port_nets.png
Scale bar: 20 um.
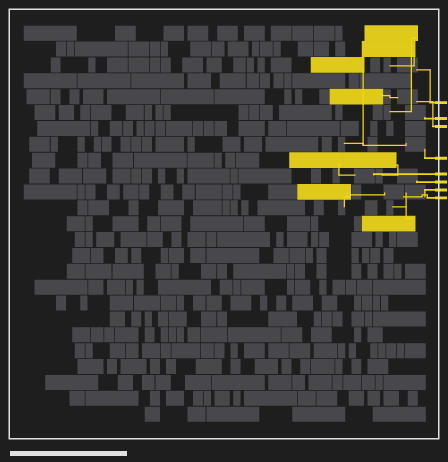
clock_map.png
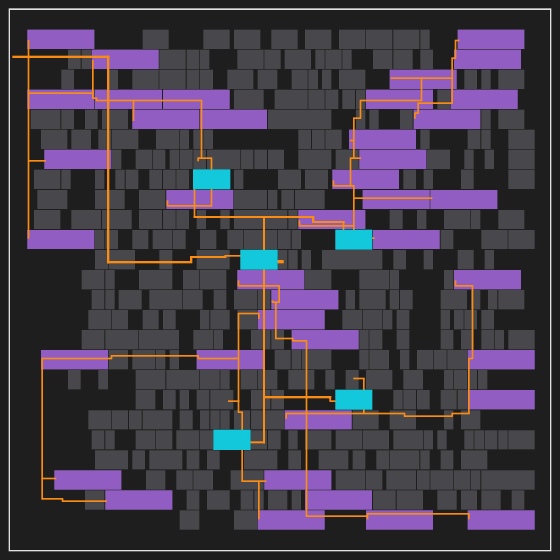
registers.png
Other sequential cells in the stronger grey, the rest of the logic in the fainter grey.
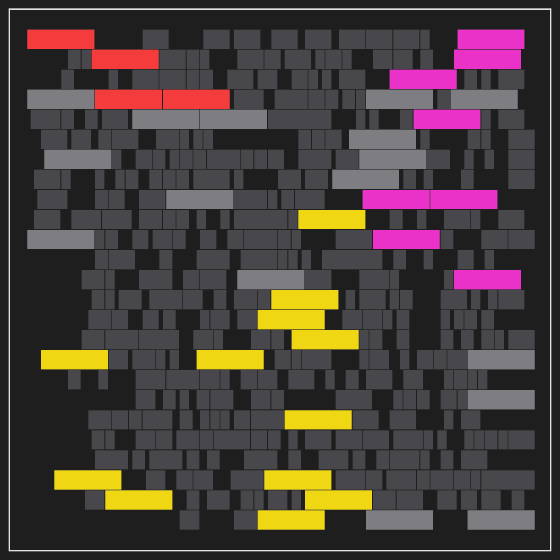
==> config.mk <==
export PLATFORM = sky130hd
export DESIGN_NAME = npu_dot_engine
export DESIGN_NICKNAME = d
export VERILOG_FILES = /design/src/rtl/npu_dot_engine.sv
export SDC_FILE = /design/constraint.sdc
export NUM_CORES = 1
export LEC_CHECK = 0
export CAP_MARGIN = 20
export CORE_MARGIN = 2
export CORE_UTILIZATION = 60
export DETAILED_ROUTE_END_ITERATION = 10
export GPL_TIMING_DRIVEN = 0
export PLACE_DENSITY = 0.8
export SLEW_MARGIN = 5
export SYNTH_ARGS = -nofsm -noshare
export SYNTH_HDL_FRONTEND = slang
export SYNTH_SLANG_ARGS = --single-unit
==> constraint.sdc <==
create_clock -name clk -period 5.2 [get_ports clk]
set_clock_uncertainty 0.1 [all_clocks]
set_input_delay 0.78 -clock clk [delete_from_list [all_inputs] [get_ports clk]]
set_output_delay 0.78 -clock clk [all_outputs]
set_load 0.01 [all_outputs]
==> impl_metrics.tcl <==
# flow metrics
set metrics [dict create \
    top_area_frac 0.347 \
    yosys_warnings 0 \
    area_growth_pct 15.6 \
    antenna_found_initial 0 \
    grt_overflow 0 \
    post-cts-setup-buffer-count 0 \
    hold_path.class "input pin to async pin" \
    max_freq_ghz 0.310 \
    fp.coreArea_sq_um 4690 \
    status "complete, no violations" \
    syn_area_sq_um 2880 \
    tightest_slew_ns 0.576 \
    mostFrequentLayoutCells "40 x dfrtp_1, 33 x nand2_1, 32 x nor2_1" \
    tns_ns 0 \
    ant_nets 0 \
    fp-utilization 0.615 \
    largest_area_cell "dfrtp_1" \
    grt_usage 0.267 \
    grt_pass1_wl_um 11000 \
    postCtsHoldBufs 0 \
    finalNetCount 396 \
    layout_top_cell "dfrtp_1" \
    wl_um 6480 \
    htree_num_levels 2 \
    internal-power_uw 1170 \
    worst_slack_ns 1.98 \
    slowest_stage "dfrtp_1" \
    cap_viol_max_count 0 \
    syn_nets 360 \
    ir_worst_vdd_v 0.000303 \
    num_vias 2481 \
    ys_cells 329 \
    maxSlewHeadroom 0.614 \
    r2r_slack_ns 1.98 \
    cts_tree "done" \
    warning_count 26 \
    die_area_sq_um 5380 \
    cts_root_buffer "clkbuf_8" \
    critical_path_class "flop to flop" \
    clockBufferDepth 2 \
    period_minus_slack_ns 3.22 \
    synth_cell_type_count 52 \
    leakage_uw 0.00148 \
    pwr-share-seq 0.252 \
    ys_seq_frac 0.347 \
    first_iter_violations 140 \
]
Notes on port_nets.png above:
legend:
  yellow:
    port: out_data
    bits: 8
    direction: output
    end_cells: 8
    buffers: 8
    wire: 125 um
PortBufs: 28
Top Ports: 29

Notes on clock_map.png above:
legend:
  cyan:
    item: cells driving clock nets
    count: 5
  purple:
    item: flip-flops
    count: 40
  orange:
    item: clock wires
    length: 523 um
routed clock nets: 6
P_clk: 208 uW
Insertion Delay late pin: 0.30 ns
clock power share: 0.097

Notes on registers.png above:
legend:
  yellow:
    netlist_name: acc_q
    flops: 12
  magenta:
    netlist_name: out_data
    flops: 8
  red:
    netlist_name: weight_q
    flops: 4
    where: north-west
Seq power: 541 uW
sequential cell area: 1000 sq um
final core occ: 0.711
flop share of the area: 0.300

through the flow:
| stage | area [sq um] | hold slack, ns | std cells | total power, uW |
|---|---|---|---|---|
| after floorplan | 2880 | 0.367 | 329 | 1580 |
| after global placement | 3230 | 0.404 | 411 | 1880 |
| after detailed placement | 3250 | 0.413 | 412 | 1930 |
| after CTS | 3330 | 0.288 | 420 | 2150 |
| after global routing | 3330 | 0.293 | 420 | 2350 |
| final | 3330 | 0.280 | 420 | 2140 |
cell usage after synthesis, types with 2 or more instances:
| library cell | number |
|---|---|
| buf_6 | 2 |
| dfrtp_1 | 40 |
| o211ai_1 | 4 |
| o31a_2 | 2 |
| clkbuf_1 | 8 |
| buf_4 | 3 |
| a21oi_1 | 26 |
| nand2_1 | 33 |
| xnor2_1 | 5 |
| ha_1 | 13 |
| o21a_1 | 3 |
| o21ai_0 | 31 |
| and2_1 | 2 |
| nand3b_1 | 2 |
| or2_2 | 4 |
| nor2_1 | 32 |
| nor3_1 | 6 |
| a22o_1 | 3 |
| and3_1 | 3 |
| o21ai_1 | 2 |
| mux2_2 | 10 |
| or3_1 | 2 |
| a211oi_1 | 6 |
| nand2b_1 | 6 |
| xor2_1 | 5 |
| mux2i_1 | 17 |
| a31oi_1 | 4 |
| o31ai_1 | 4 |
| nand3_1 | 6 |
| inv_1 | 11 |
| nor2b_1 | 4 |
| buf_2 | 6 |
| a21o_1 | 5 |
cell type report:
| cell class | count | area share |
|---|---|---|
| multi-input combinational | 259 | 0.521 |
| sequential | 40 | 0.300 |
| timing repair buffer | 29 | 0.0886 |
| buffer | 19 | 0.0315 |
| clock buffer | 5 | 0.0206 |
| tap | 54 | 0.0203 |
| inverter | 11 | 0.0124 |
| clock inverter | 3 | 0.00563 |
logic make-up (layout without fill, tap and decap cells):
kind of cell / count (synthesis) / count (layout) / synth area share
muxes: 29 / 29 / 0.110
xor gates and xnor gates: 10 / 10 / 0.0304
DFF: 40 / 40 / 0.347
and+or+nand+nor: 107 / 107 / 0.184
buffers and inverters: 30 / 67 / 0.0508
adders and majority gates: 14 / 14 / 0.0633
AOI/OAI and AO/OA: 99 / 99 / 0.215
power groups by stage:
stage	registers, uW	logic (uW)	clock network, uW
final	541	1390	208
after global routing	557	1560	229
after CTS	539	1400	215
after detailed placement	546	1380	0
after global placement	539	1340	0
after floorplan	537	1040	0
per-layer routing:
metal  GRT usage  vias up  wire, um  part of all wire
li1            -     1246         -                 -
met1       0.341     1167      2920              0.45
met2       0.453       52      3220              0.50
met3      0.0453       16       189             0.029
met4      0.0990        0       154             0.024
met5           0        -         0                 0
critical path: cells and delay by family (launching register included):
family | cells | cell delay (ns)
fa+ha+maj | 2 | 0.59
simple gates | 2 | 0.32
buf+inv | 2 | 0.35
xor+xnor | 1 | 0.17
compound gates | 6 | 1.16
flops | 1 | 0.40
Power is estimated from default activity; no workload was simulated.
